`config.mk`:
```
export PLATFORM = sky130hd
export DESIGN_NAME = lfsr16_stepper
export DESIGN_NICKNAME = d
export VERILOG_FILES = /design/src/rtl/lfsr_pkg.sv /design/src/rtl/step_tick_gen.sv /design/src/rtl/lfsr16_stepper.sv
export SDC_FILE = /design/constraint.sdc
export NUM_CORES = 1
export LEC_CHECK = 0
export ABC_AREA = 1
export CORE_UTILIZATION = 45
export CTS_CLUSTER_SIZE = 12
export DETAILED_ROUTE_END_ITERATION = 16
export HOLD_SLACK_MARGIN = 0.1
export MAX_ROUTING_LAYER = met4
export PLACE_DENSITY = 0.79
export SYNTH_ARGS = -nofsm -noshare
export SYNTH_HDL_FRONTEND = slang
export SYNTH_HIERARCHICAL = 1
export SYNTH_SLANG_ARGS = --single-unit
```
`constraint.sdc`:
```
create_clock -name clk -period 1.55 [get_ports clk]
set_input_delay 0.2325 -clock clk [delete_from_list [all_inputs] [get_ports clk]]
set_output_delay 0.2325 -clock clk [all_outputs]
set_load 0.1 [all_outputs]
```
`src/rtl/lfsr_pkg.sv`:
```
// Shared constants, mode enum and Galois step function for the 16-bit LFSR stepper.
package lfsr_pkg;
  localparam int unsigned LFSR_W = 16;
  localparam logic [LFSR_W-1:0] DEF_TAPS = 16'hB400;
  localparam logic [LFSR_W-1:0] DEF_SEED = 16'hACE1;

  typedef enum logic {PAUSE, RUN} mode_e;

  function automatic logic [LFSR_W-1:0] lfsr_step(input logic [LFSR_W-1:0] v,
                                                   input logic [LFSR_W-1:0] taps);
    lfsr_step = v[0] ? ((v >> 1) ^ taps) : (v >> 1);
  endfunction
endpackage

```
`src/rtl/step_tick_gen.sv`:
```
// Divide-by-DIV tick generator; counter held at zero while disabled or cleared.
module step_tick_gen #(
  parameter int unsigned DIV = 2
) (
  input  logic clk,
  input  logic rst,
  input  logic en_i,
  input  logic clr_i,
  output logic tick_o
);
  localparam int unsigned CW = (DIV > 2) ? $clog2(DIV) : 1;
  localparam logic [CW-1:0] LAST = CW'(DIV - 1);

  logic [CW-1:0] cnt_q, cnt_d;

  always_comb begin
    tick_o = en_i && (cnt_q == LAST);
    cnt_d  = cnt_q + CW'(1);
    if (clr_i || !en_i || (cnt_q == LAST)) cnt_d = '0;
  end

  always_ff @(posedge clk or posedge rst) begin
    if (rst) cnt_q <= '0;
    else     cnt_q <= cnt_d;
  end
endmodule

```
`src/rtl/lfsr16_stepper.sv`:
```
// 16-bit Galois LFSR with run/pause stepping, seed load and zero-seed guard.
// Optional period checker built when LFSR_PERIOD_CHECK_EN is defined.
module lfsr16_stepper
  import lfsr_pkg::*;
#(
  parameter int unsigned CLK_HZ  = 50000000,
  parameter int unsigned STEP_HZ = 2,
  parameter logic [15:0] SEED    = DEF_SEED,
  parameter logic [15:0] TAPS    = DEF_TAPS
) (
  input  logic        clk,
  input  logic        rst,
  input  logic        run_sw,
  input  logic        step_btn,
  input  logic        load,
  input  logic [15:0] seed_in,
  output logic [15:0] value,
  output logic        step_pulse,
  output logic        seed_err
`ifdef LFSR_PERIOD_CHECK_EN
  ,
  output logic [15:0] period_cnt,
  output logic        period_ok
`endif
);
  localparam int unsigned DIV = CLK_HZ / STEP_HZ;

  mode_e       state_q, state_d;
  logic [15:0] value_q, value_d, load_val, next_val;
  logic        pulse_q, pulse_d, err_q, err_d;
  logic        sync1_q, sync2_q, prev_q, evt_q;
  logic        tick, do_step;

  step_tick_gen #(.DIV(DIV)) u_tick (
    .clk    (clk),
    .rst    (rst),
    .en_i   (state_q == RUN),
    .clr_i  (load),
    .tick_o (tick)
  );

  always_comb begin
    state_d = state_q;
    case (state_q)
      PAUSE:   if (run_sw)  state_d = RUN;
      RUN:     if (!run_sw) state_d = PAUSE;
      default: state_d = PAUSE;
    endcase
  end

  // Edge event is registered so a press sampled at edge k lands at edge k+3.
  always_comb begin
    load_val = (seed_in != '0) ? seed_in : SEED;
    next_val = lfsr_step(value_q, TAPS);
    do_step  = !load && (tick || (evt_q && (state_q == PAUSE)));
    value_d  = value_q;
    err_d    = err_q;
    pulse_d  = 1'b0;
    if (load) begin
      value_d = load_val;
      err_d   = (seed_in == '0);
    end else if (do_step) begin
      value_d = next_val;
      pulse_d = 1'b1;
    end
  end

  always_ff @(posedge clk or posedge rst) begin
    if (rst) begin
      state_q <= PAUSE;
      value_q <= SEED;
      pulse_q <= 1'b0;
      err_q   <= 1'b0;
      sync1_q <= 1'b0;
      sync2_q <= 1'b0;
      prev_q  <= 1'b0;
      evt_q   <= 1'b0;
    end else begin
      state_q <= state_d;
      value_q <= value_d;
      pulse_q <= pulse_d;
      err_q   <= err_d;
      sync1_q <= step_btn;
      sync2_q <= sync1_q;
      prev_q  <= sync2_q;
      evt_q   <= sync2_q & ~prev_q;
    end
  end

  assign value      = value_q;
  assign step_pulse = pulse_q;
  assign seed_err   = err_q;

`ifdef LFSR_PERIOD_CHECK_EN
  logic [15:0] pcnt_q, pcnt_d, start_q, start_d;
  logic        pok_q, pok_d;

  always_comb begin
    pcnt_d  = pcnt_q;
    start_d = start_q;
    pok_d   = pok_q;
    if (load) begin
      pcnt_d  = '0;
      start_d = load_val;
      pok_d   = 1'b0;
    end else if (do_step) begin
      pcnt_d = (pcnt_q == '1) ? pcnt_q : pcnt_q + 16'd1;
      if ((next_val == start_q) && (pcnt_d == '1)) pok_d = 1'b1;
    end
  end

  always_ff @(posedge clk or posedge rst) begin
    if (rst) begin
      pcnt_q  <= '0;
      start_q <= SEED;
      pok_q   <= 1'b0;
    end else begin
      pcnt_q  <= pcnt_d;
      start_q <= start_d;
      pok_q   <= pok_d;
    end
  end

  assign period_cnt = pcnt_q;
  assign period_ok  = pok_q;
`endif
endmodule

```
Fig. 1: run 1, pin map
Scale: 6 px per µm. Pins as bars across the die edge, other pins in gray.
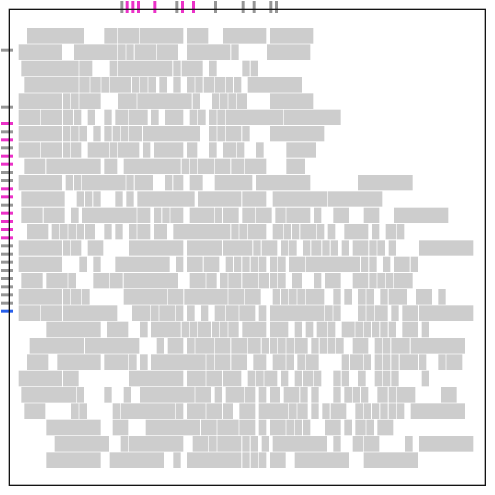
Key: `load` = blue [pins 1, direction input, edge left]; `seed_in` = magenta [pins 16, direction input, edge 10 left, 6 top]

Fig. 2: run 1, where the registers sit
Scale: 3 px per µm. Other sequential cells in the stronger gray, the rest of the logic in the fainter gray.
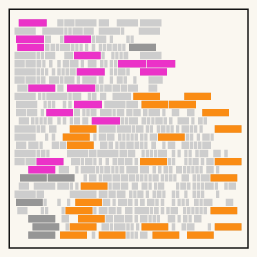
Key: `value` = magenta [placed flops 16]; `u_tick/cnt_q` = orange [placed flops 25]
sequential power: 1410 µW
final core occ: 69.7%
Seq area share: 31.0%
Flop area: 1210 µm²

Fig. 3: run 1, layout detail
Region (27, 11) to (52, 36) µm. Cells in gray, sequential cells in the stronger gray; small squares are vias.
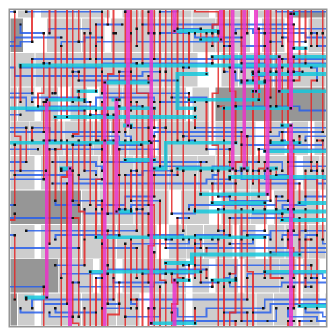
Key: M3 = cyan; M4 = magenta; M2 = red; M1 = blue
Most frequent: nand2_1 (18), buf_4 (16), nor2_1 (15). Sequential cells in the window: 2. 87 logic cells have their middle in the window. Netlist names of flops here include `u_tick/cnt_q` (2).

==> changes_impl.md, run 1 <==
### Metrics

- Final worst setup slack: -115 ps
- Wire per inst: around 15 µm
- CTS tree: done
- Levels on crit path: 5
- Pin count of the biggest net entering global routing: 26
- Number of enable flip-flop cells: 0
- Share of cells above drive strength 1: 28.5%
- Critical Path End: u_tick/cnt_q[23]$_DFF_PP0_
- Biggest area consumer among synthesized cells: dfrtp_1
- Clock network area share: 2.43%
- Failing checks: negative setup slack
- Area after DPL: 3600 µm²
- GR peak layer: met2
- Total CTS buffers: 5
- MI comb area: 1380 µm²
- CP Max Fanout: 12
- Remaining DRCs: 0
- # placed instances: approximately 510
- Initial antenna violation count: 0
- Adder Area Share: 0.468%
- Outcome: finished, violations left
- Final Setup Violations: 26
==> run 1 -> run 2 <==
--- a/config.mk
+++ b/config.mk
@@ -6,12 +6,15 @@
 export NUM_CORES = 1
 export LEC_CHECK = 0
 export ABC_AREA = 1
+export ABC_CLOCK_PERIOD_IN_PS = 1550
 export CORE_UTILIZATION = 45
 export CTS_CLUSTER_SIZE = 12
 export DETAILED_ROUTE_END_ITERATION = 16
+export DONT_BUFFER_PORTS = 1
 export HOLD_SLACK_MARGIN = 0.1
 export MAX_ROUTING_LAYER = met4
-export PLACE_DENSITY = 0.79
+export PLACE_DENSITY = 0.7
+export SLEW_MARGIN = 5
 export SYNTH_ARGS = -nofsm -noshare
 export SYNTH_HDL_FRONTEND = slang
 export SYNTH_HIERARCHICAL = 1
Fig. 4: run 2, pin map
Scale: 6 px per µm. Pins as bars across the die edge, other pins in gray.
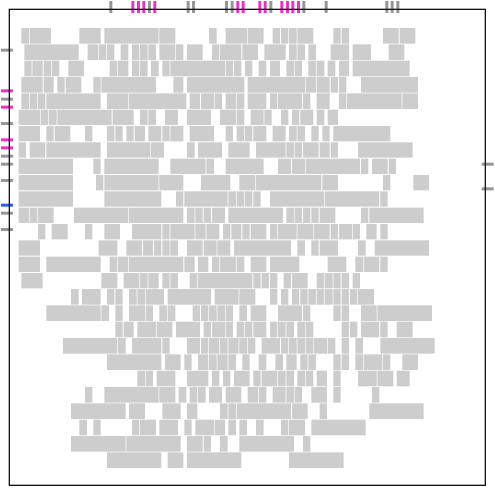
Key: `seed_in` = magenta [pins 16, direction input, edge 12 top, 4 left]; `load` = blue [pins 1, direction input, edge left]
All pins by edge: 24 top, 13 left, 2 right.

==> run 2 against run 1 <==
Against the previous run:
- the run still ends with negative setup slack left
- sequential power barely moved
- worst hold slack got worse by 39 ps
- final cell count fell by 3.7%
- clock power rose by 17%
- clock skew rose by 5.7 ps
- critical path depth rose by 7
- setup slack improved by 55 ps
- global-route usage fell by 4.3 points
- register-to-register slack improved by 30 ps
- clock-buffer cell count did not move
- highest routed layer unchanged
==> changes_impl.md, run 2 <==
### Metrics

- Final Setup Violations: 12
- Buffers, non-clock: 70
- Final worst setup slack: -60.0 ps
- Initial antenna violation count: 0
- Ys flops: 48
- Initial drt markers: a little under 300
- Max reg flops: 25
- Area after DPL: 3130 µm²
- Drt via density: 5.09
- Seq area share: 34.4%
- Share of cells above drive strength 1: 25.7%
- Total CTS buffers: 5
- Sequential power: 1410 µW
- Fp_density: between 40% and 50%
- Outcome: finished, violations left
- Levels on crit path: 12
- Critical Path End: value[9]$_DFFE_PP0P_
- CTS tree: done
- Pin count of the biggest net entering global routing: 26
- Clock network area share: between 3 and 4%
- Final core occ: 62.8%
- Vias: between 2k and 3k
- Flop area: 1210 µm²
- MI comb area: 1380 µm²
- Synth Warn #: 6
- Ports: 39
- # placed instances: between 400 and 500
- Routed Antenna Nets: 0
- Number of enable flip-flop cells: 0
- Remaining DRCs: 0
- CP Max Fanout: 9
- Vias in the first global route: ~2.4k
- Signal inverters: 35
- CP max stage cell: dfrtp_1
- Psw: 1020 µW
- Async SR Flop Fraction: 100%
- Adder Area Share: 0.468%
- Top power group: sequential cells
- Synthesized area: ~2700 µm²
- Biggest area consumer among synthesized cells: dfrtp_1
- Failing checks: negative setup slack
==> run 2 -> run 3 <==
--- a/config.mk
+++ b/config.mk
@@ -6,14 +6,14 @@
 export NUM_CORES = 1
 export LEC_CHECK = 0
 export ABC_AREA = 1
-export ABC_CLOCK_PERIOD_IN_PS = 1550
-export CORE_UTILIZATION = 45
+export ABC_CLOCK_PERIOD_IN_PS = 2000
+export CORE_UTILIZATION = 43
 export CTS_CLUSTER_SIZE = 12
 export DETAILED_ROUTE_END_ITERATION = 16
 export DONT_BUFFER_PORTS = 1
 export HOLD_SLACK_MARGIN = 0.1
 export MAX_ROUTING_LAYER = met4
-export PLACE_DENSITY = 0.7
+export PLACE_DENSITY = 0.66
 export SLEW_MARGIN = 5
 export SYNTH_ARGS = -nofsm -noshare
 export SYNTH_HDL_FRONTEND = slang
==> constraint.sdc (replaced) <==
create_clock -name clk -period 2 [get_ports clk]
set_input_delay 0.3 -clock clk [delete_from_list [all_inputs] [get_ports clk]]
set_output_delay 0.3 -clock clk [all_outputs]
set_load 0.1 [all_outputs]
Fig. 5: run 3, where the registers sit
Scale: 3 px per µm. Other sequential cells in the stronger gray, the rest of the logic in the fainter gray.
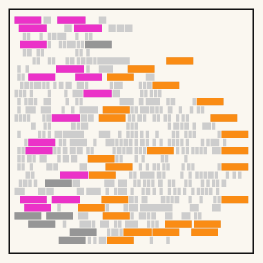
Key: `u_tick/cnt_q` = orange [placed flops 25]; `value` = magenta [placed flops 16]
Another 7 sequential cells are not colored.
sequential power: 1080 µW
Seq area share: 39.7%
final core occ: 51.3%

==> run 3 against run 2 <==
Against the previous run:
- the flow now finishes without violations
- sequential share of layout area is 5.3 points higher
- critical path depth is 1 lower
- sequential cell count stayed put
- combinational power is 28% lower
- maximum frequency is 6.2% lower
- non-clock buffer count is 45 lower
- critical path type unchanged
- die area is 4.5% higher
- final area is 13% lower
- global-route usage is 2.1 points lower
- final cell count is 8.7% lower
==> changes_impl.md, run 3 <==
### Metrics

- Tcrit/Tclk final: 85.8%
- CTS tree: done
- Clock network area share: between 4 and 5%
- Ys flops: 48
- Drt via density: 4.90
- Pin count of the biggest net entering global routing: 26
- Outcome: complete, no violations
- Biggest area consumer among synthesized cells: dfrtp_1
- Psw: 764 µW
- Fp_density: approximately 45%
- Levels on crit path: 11
- Area grow syn2layout: 14.1%
- VDD IR max: 704 µV
- Total CTS buffers: 5
- Adder Area Share: 0.468%
- Async SR Flop Fraction: 100%
- Remaining DRCs: 0
- MI comb area: 1260 µm²
- Wire length on met3: about 270 µm
- Yosys simple share: 40.1%
- Share of cells above drive strength 1: 14.2%
- Final Setup Violations: 0
- Final worst setup slack: 284 ps
- Critical Path End: value[14]$_DFFE_PP0P_
- Synthesized area: between 2000 and 3000 µm²
- Flop area: 1210 µm²
- Vias in the first global route: 2287
- Wire per inst: 12.4 µm
- Signal inverters: 35
- Routed Antenna Nets: 0
- Total Power: 2390 µW
- Max reg flops: 25
- Initial drt markers: 127
- Buffers, non-clock: 25
- Synth Warn #: 6
- GR peak layer: met2
- Number of enable flip-flop cells: 0
- # placed instances: 457
- Initial antenna violation count: 0
- Vias: 2301

==> gallery <==
Gate families picked out.
Scale: 3 px per µm.
image #1
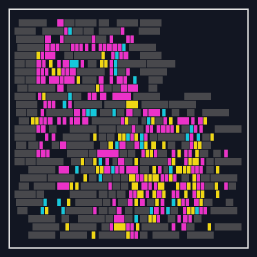
image #2
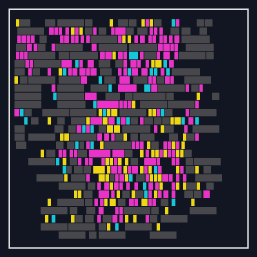
- run 2 = image #2
- run 1 = image #1

Key to image #1:
Key: inv cells = cyan [cells 35]; nand cells = magenta [cells 175, where all over the die]; nor cells = yellow [cells 84]

No activity file was given, so power comes from the tool's default toggle rates.
